$ cat src/rtl/vbsc_chain_pkg.sv
// Shared mode codes and cell layout for the virtual boundary-scan chain.
// Optional IDCODE register is enabled by defining VBSC_IDCODE_EN.
package vbsc_chain_pkg;

   typedef enum logic [2:0] {
      MODE_BYPASS = 3'd0,
      MODE_SAMPLE = 3'd1,
      MODE_EXTEST = 3'd2,
      MODE_INTEST = 3'd3,
      MODE_IDCODE = 3'd4
   } mode_e;

   localparam int VBSC_NBIT    = 3;
   localparam int VBSC_BIT_IN  = 0;
   localparam int VBSC_BIT_OE  = 1;
   localparam int VBSC_BIT_OUT = 2;

   // Modes that route the serial path through the cell chain
   function automatic logic is_scan(input mode_e m);
      return m inside {MODE_SAMPLE, MODE_EXTEST, MODE_INTEST};
   endfunction

endpackage

$ cat src/rtl/vbsc_chain_cell.sv
// One 3-bit boundary-scan cell: capture/shift stage, update regs, pin mux.
// Serial data flows from si (high bit) toward so (bit 0).
module vbsc_cell
   import vbsc_chain_pkg::*;
(
   input  logic  tck,
   input  logic  rst_n,
   input  logic  si,
   input  mode_e mode,
   input  logic  cdr,
   input  logic  sdr,
   input  logic  udr,
   input  logic  pin_in,
   input  logic  core_oe,
   input  logic  core_out,
   output logic  so,
   output logic  pin_oe,
   output logic  pin_out,
   output logic  core_in
);

   logic [VBSC_NBIT-1:0] sr;
   logic                 upd_in;
   logic                 upd_oe;
   logic                 upd_out;
   logic                 scan;

   assign scan = is_scan(mode);

   always_ff @(posedge tck) begin
      if (!rst_n) begin
         sr      <= '0;
         upd_in  <= 1'b0;
         upd_oe  <= 1'b0;
         upd_out <= 1'b0;
      end else if (scan) begin
         if (cdr) begin
            sr[VBSC_BIT_IN]  <= (mode == MODE_INTEST) ? upd_in : pin_in;
            sr[VBSC_BIT_OE]  <= core_oe;
            sr[VBSC_BIT_OUT] <= core_out;
         end else if (sdr) begin
            sr <= {si, sr[VBSC_NBIT-1:1]};
         end
         // Update samples the pre-edge shift contents
         if (udr) begin
            upd_in  <= sr[VBSC_BIT_IN];
            upd_oe  <= sr[VBSC_BIT_OE];
            upd_out <= sr[VBSC_BIT_OUT];
         end
      end
   end

   assign so      = sr[0];
   assign pin_oe  = (mode == MODE_EXTEST) ? upd_oe  : core_oe;
   assign pin_out = (mode == MODE_EXTEST) ? upd_out : core_out;
   assign core_in = (mode == MODE_INTEST) ? upd_in  : pin_in;

endmodule

$ cat src/rtl/vbsc_chain.sv
// Virtual boundary-scan chain top: mode decode, bypass/id regs, tdo select.
// Define VBSC_IDCODE_EN to build the 32-bit IDCODE register on code 4.
module vbsc_chain
   import vbsc_chain_pkg::*;
#(
   parameter int unsigned VBSC_NUM = 4,
   parameter int unsigned IR_W     = 3,
   parameter logic [31:0] IDCODE   = 32'h0000_10DD
) (
   input  logic                tck,
   input  logic                rst_n,
   input  logic                tdi,
   output logic                tdo,
   input  logic [IR_W-1:0]     ir_in,
   output logic [IR_W-1:0]     ir_out,
   input  logic                vjtag_cdr,
   input  logic                vjtag_sdr,
   input  logic                vjtag_udr,
   input  logic [VBSC_NUM-1:0] pin_in,
   output logic [VBSC_NUM-1:0] pin_oe,
   output logic [VBSC_NUM-1:0] pin_out,
   input  logic [VBSC_NUM-1:0] core_oe,
   input  logic [VBSC_NUM-1:0] core_out,
   output logic [VBSC_NUM-1:0] core_in,
   output logic                scan_active
);

   mode_e               mode;
   mode_e               mode_d;
   logic                byp;
   logic [VBSC_NUM:0]   chain;

   always_comb begin
      mode_d = MODE_BYPASS;
      if (ir_in == IR_W'(MODE_SAMPLE))      mode_d = MODE_SAMPLE;
      else if (ir_in == IR_W'(MODE_EXTEST)) mode_d = MODE_EXTEST;
      else if (ir_in == IR_W'(MODE_INTEST)) mode_d = MODE_INTEST;
`ifdef VBSC_IDCODE_EN
      else if (ir_in == IR_W'(MODE_IDCODE)) mode_d = MODE_IDCODE;
`endif
   end

   always_ff @(posedge tck) begin
      if (!rst_n) mode <= MODE_BYPASS;
      else        mode <= mode_d;
   end

   assign ir_out      = IR_W'(mode);
   assign scan_active = (mode == MODE_EXTEST) || (mode == MODE_INTEST);

   always_ff @(posedge tck) begin
      if (!rst_n) begin
         byp <= 1'b0;
      end else if (mode == MODE_BYPASS) begin
         if (vjtag_cdr)      byp <= 1'b0;
         else if (vjtag_sdr) byp <= tdi;
      end
   end

`ifdef VBSC_IDCODE_EN
   logic [31:0] id;

   always_ff @(posedge tck) begin
      if (!rst_n) begin
         id <= '0;
      end else if (mode == MODE_IDCODE) begin
         if (vjtag_cdr)      id <= IDCODE;
         else if (vjtag_sdr) id <= {tdi, id[31:1]};
      end
   end
`else
   logic unused_idcode;
   assign unused_idcode = ^IDCODE;
`endif

   assign chain[VBSC_NUM] = tdi;

   for (genvar i = 0; i < VBSC_NUM; i++) begin : g_cell
      vbsc_cell u_cell (
         .tck      (tck),
         .rst_n    (rst_n),
         .si       (chain[i+1]),
         .mode     (mode),
         .cdr      (vjtag_cdr),
         .sdr      (vjtag_sdr),
         .udr      (vjtag_udr),
         .pin_in   (pin_in[i]),
         .core_oe  (core_oe[i]),
         .core_out (core_out[i]),
         .so       (chain[i]),
         .pin_oe   (pin_oe[i]),
         .pin_out  (pin_out[i]),
         .core_in  (core_in[i])
      );
   end

   always_comb begin
      tdo = 1'b0;
      if (vjtag_sdr) begin
         unique case (mode)
            MODE_BYPASS: tdo = byp;
            MODE_SAMPLE,
            MODE_EXTEST,
            MODE_INTEST: tdo = chain[0];
`ifdef VBSC_IDCODE_EN
            MODE_IDCODE: tdo = id[0];
`endif
            default:     tdo = 1'b0;
         endcase
      end
   end

endmodule
$ cat config.mk
export PLATFORM = sky130hd
export DESIGN_NAME = vbsc_chain
export DESIGN_NICKNAME = d
export VERILOG_FILES = /design/src/rtl/vbsc_chain_pkg.sv /design/src/rtl/vbsc_chain_cell.sv /design/src/rtl/vbsc_chain.sv
export SDC_FILE = /design/constraint.sdc
export NUM_CORES = 1
export LEC_CHECK = 0
export CAP_MARGIN = 30
export CORE_MARGIN = 2
export CORE_UTILIZATION = 52
export DETAILED_ROUTE_END_ITERATION = 6
export HOLD_SLACK_MARGIN = 0.12
export PLACE_DENSITY = 0.87
export SYNTH_ARGS = -nofsm -noshare
export SYNTH_HDL_FRONTEND = slang
export SYNTH_HIERARCHICAL = 1
export SYNTH_SLANG_ARGS = --single-unit
$ cat constraint.sdc
create_clock -name tck -period 3.5 [get_ports tck]
set_input_delay 0.7 -clock tck [delete_from_list [all_inputs] [get_ports tck]]
set_output_delay 0.7 -clock tck [all_outputs]
set_load 0.01 [all_outputs]
cell_density.png
12 x 12 tiles, from white (low) to dark blue (high), 0 to 100% covered.
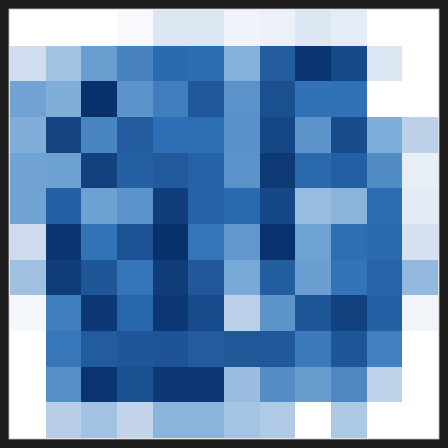
nearly empty tiles: 11%
fullest tile: 100%
mean over tiles: 56%
densest ninth of the die: center
tiles over 75% full: 38%
fp_density: 55.5%
core area: 2780 µm²
final core utilization: 70.5%

io_fan.png
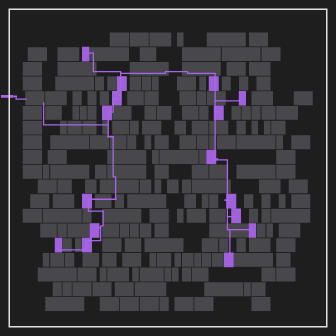
legend:
  purple:
    port: vjtag_udr
    bits: 1
    direction: input
    edge: left
    end_cells: 16
    buffers: 1
    wire: 155 µm
# port buffers: 36
IO Count: 38

==> Changelog: implementation <==
### Changed

- Cell type with the largest total area: dfxtp_1
- Main logic family: AND-OR/OR-AND gates
- First-pass GRT wire length: between 5000 and 6000 µm
- Grt ovf: 0
- Fraction of area in registers: around 28%
- Status: finished, final reports clean
- Setup violators final: 0
- Number of flip-flops in the largest register: 12
- # rows: 19
- Root Buffer: clkbuf_4
- Count of library flops with an enable pin: 0
- Vias in the first global route: between 1,000 and 1,500
- AND-OR/OR-AND Cells, Area Fraction: about 26%
- Hold Path Depth: 2
- Setup TNS: 0 ns
- Worst vdd ir: between 0.2 and 0.25 mV
- Drt wl/cell: between 10 and 15 µm
- Postcts setup bufs: 0
- Storage cell area: between 500 and 600 µm²
- Die extent in x: 58.5 µm
- Largest area class, layout: multi-input combinational cells
- Post-DP HPWL: roughly 2500 µm
- Metal-1 WL: about 1600 µm
- WL met2: between 1500 and 2000 µm
- Clock network area share: between 1 and 1.5%
- Static leakage: 0.846 nW
- Top cell area share: roughly a third
- Clock buffer cells: 3
- YS warnings: 6
layer_met1.png
Supply wires on this layer in gray.
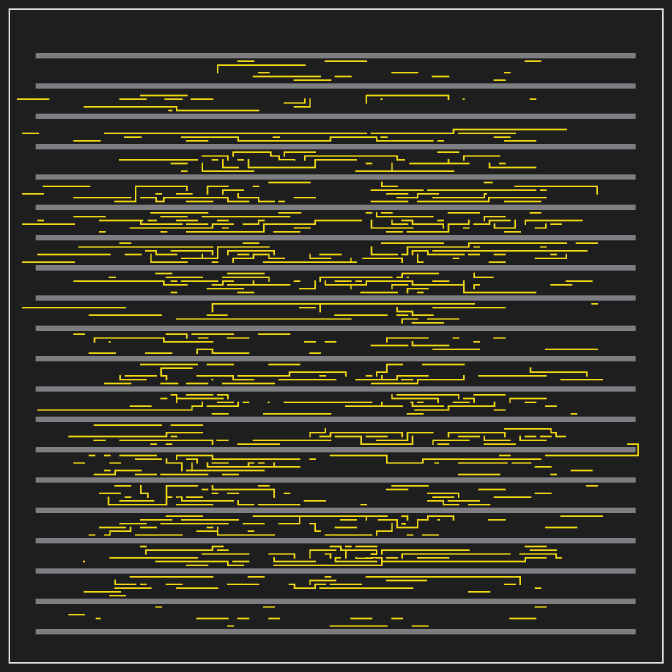
nets with wire on the layer: 216
wire length on this layer: 1,550 µm
longest straight run: 23.5 µm
vias: 1,460
final wirelength: 3480 µm

-- metrics by stage --
| step | cell area, µm² | hold slack (ns) | utilization (%) | cells | setup slack (ns) |
|---|---|---|---|---|---|
| global route | 1960 | 0.509 | 70.5 | 251 | 0.485 |
| finish | 1960 | 0.487 | 70.5 | 251 | 0.631 |
| floorplan | 1600 | 0.450 | - | 189 | 1.44 |
| detailed placement | 1930 | 0.472 | 69.5 | 247 | 0.730 |
| global placement | 1930 | 0.465 | 69.5 | 247 | 0.802 |
| CTS | 1960 | 0.491 | 70.5 | 251 | 0.604 |
-- worst max-delay path, stage by stage, from the launching register on --
cell             delay, ns
dfxtp_1               0.57
nor3b_1               0.42
mux2_2                0.38
clkdlybuf4s50_1       0.48
-- placed cells by master (no fill, tap or decap) --
cell,Yosys,final
clkdlybuf4s50_1,0,36
dfxtp_1,27,27
mux2_2,12,12
o21ba_1,4,4
a211o_1,4,4
buf_4,1,1
a311oi_1,8,8
and3b_1,6,6
a21oi_1,24,24
clkinv_2,0,1
or2_1,4,4
nor2_1,2,2
and3_1,8,8
nor3b_1,4,4
mux2i_1,8,8
nand2_1,7,7
o311ai_2,1,1
a21boi_0,1,1
o31ai_2,1,1
o21bai_1,4,4
nand3b_1,4,4
clkbuf_4,0,3
conb_1,1,17
inv_1,8,8
nand3_1,12,12
o21ai_0,13,13
-- power groups by stage --
| stage | combinational (mW) | sequential (mW) | clock, mW |
|---|---|---|---|
| after global routing | 0.127 | 0.326 | 0.154 |
| after detailed placement | 0.115 | 0.331 | 0 |
| after floorplan | 0.0609 | 0.329 | 0 |
| final | 0.116 | 0.324 | 0.134 |
| after CTS | 0.116 | 0.324 | 0.140 |
| after global placement | 0.112 | 0.331 | 0 |
Power and IR drop assume default switching activity.
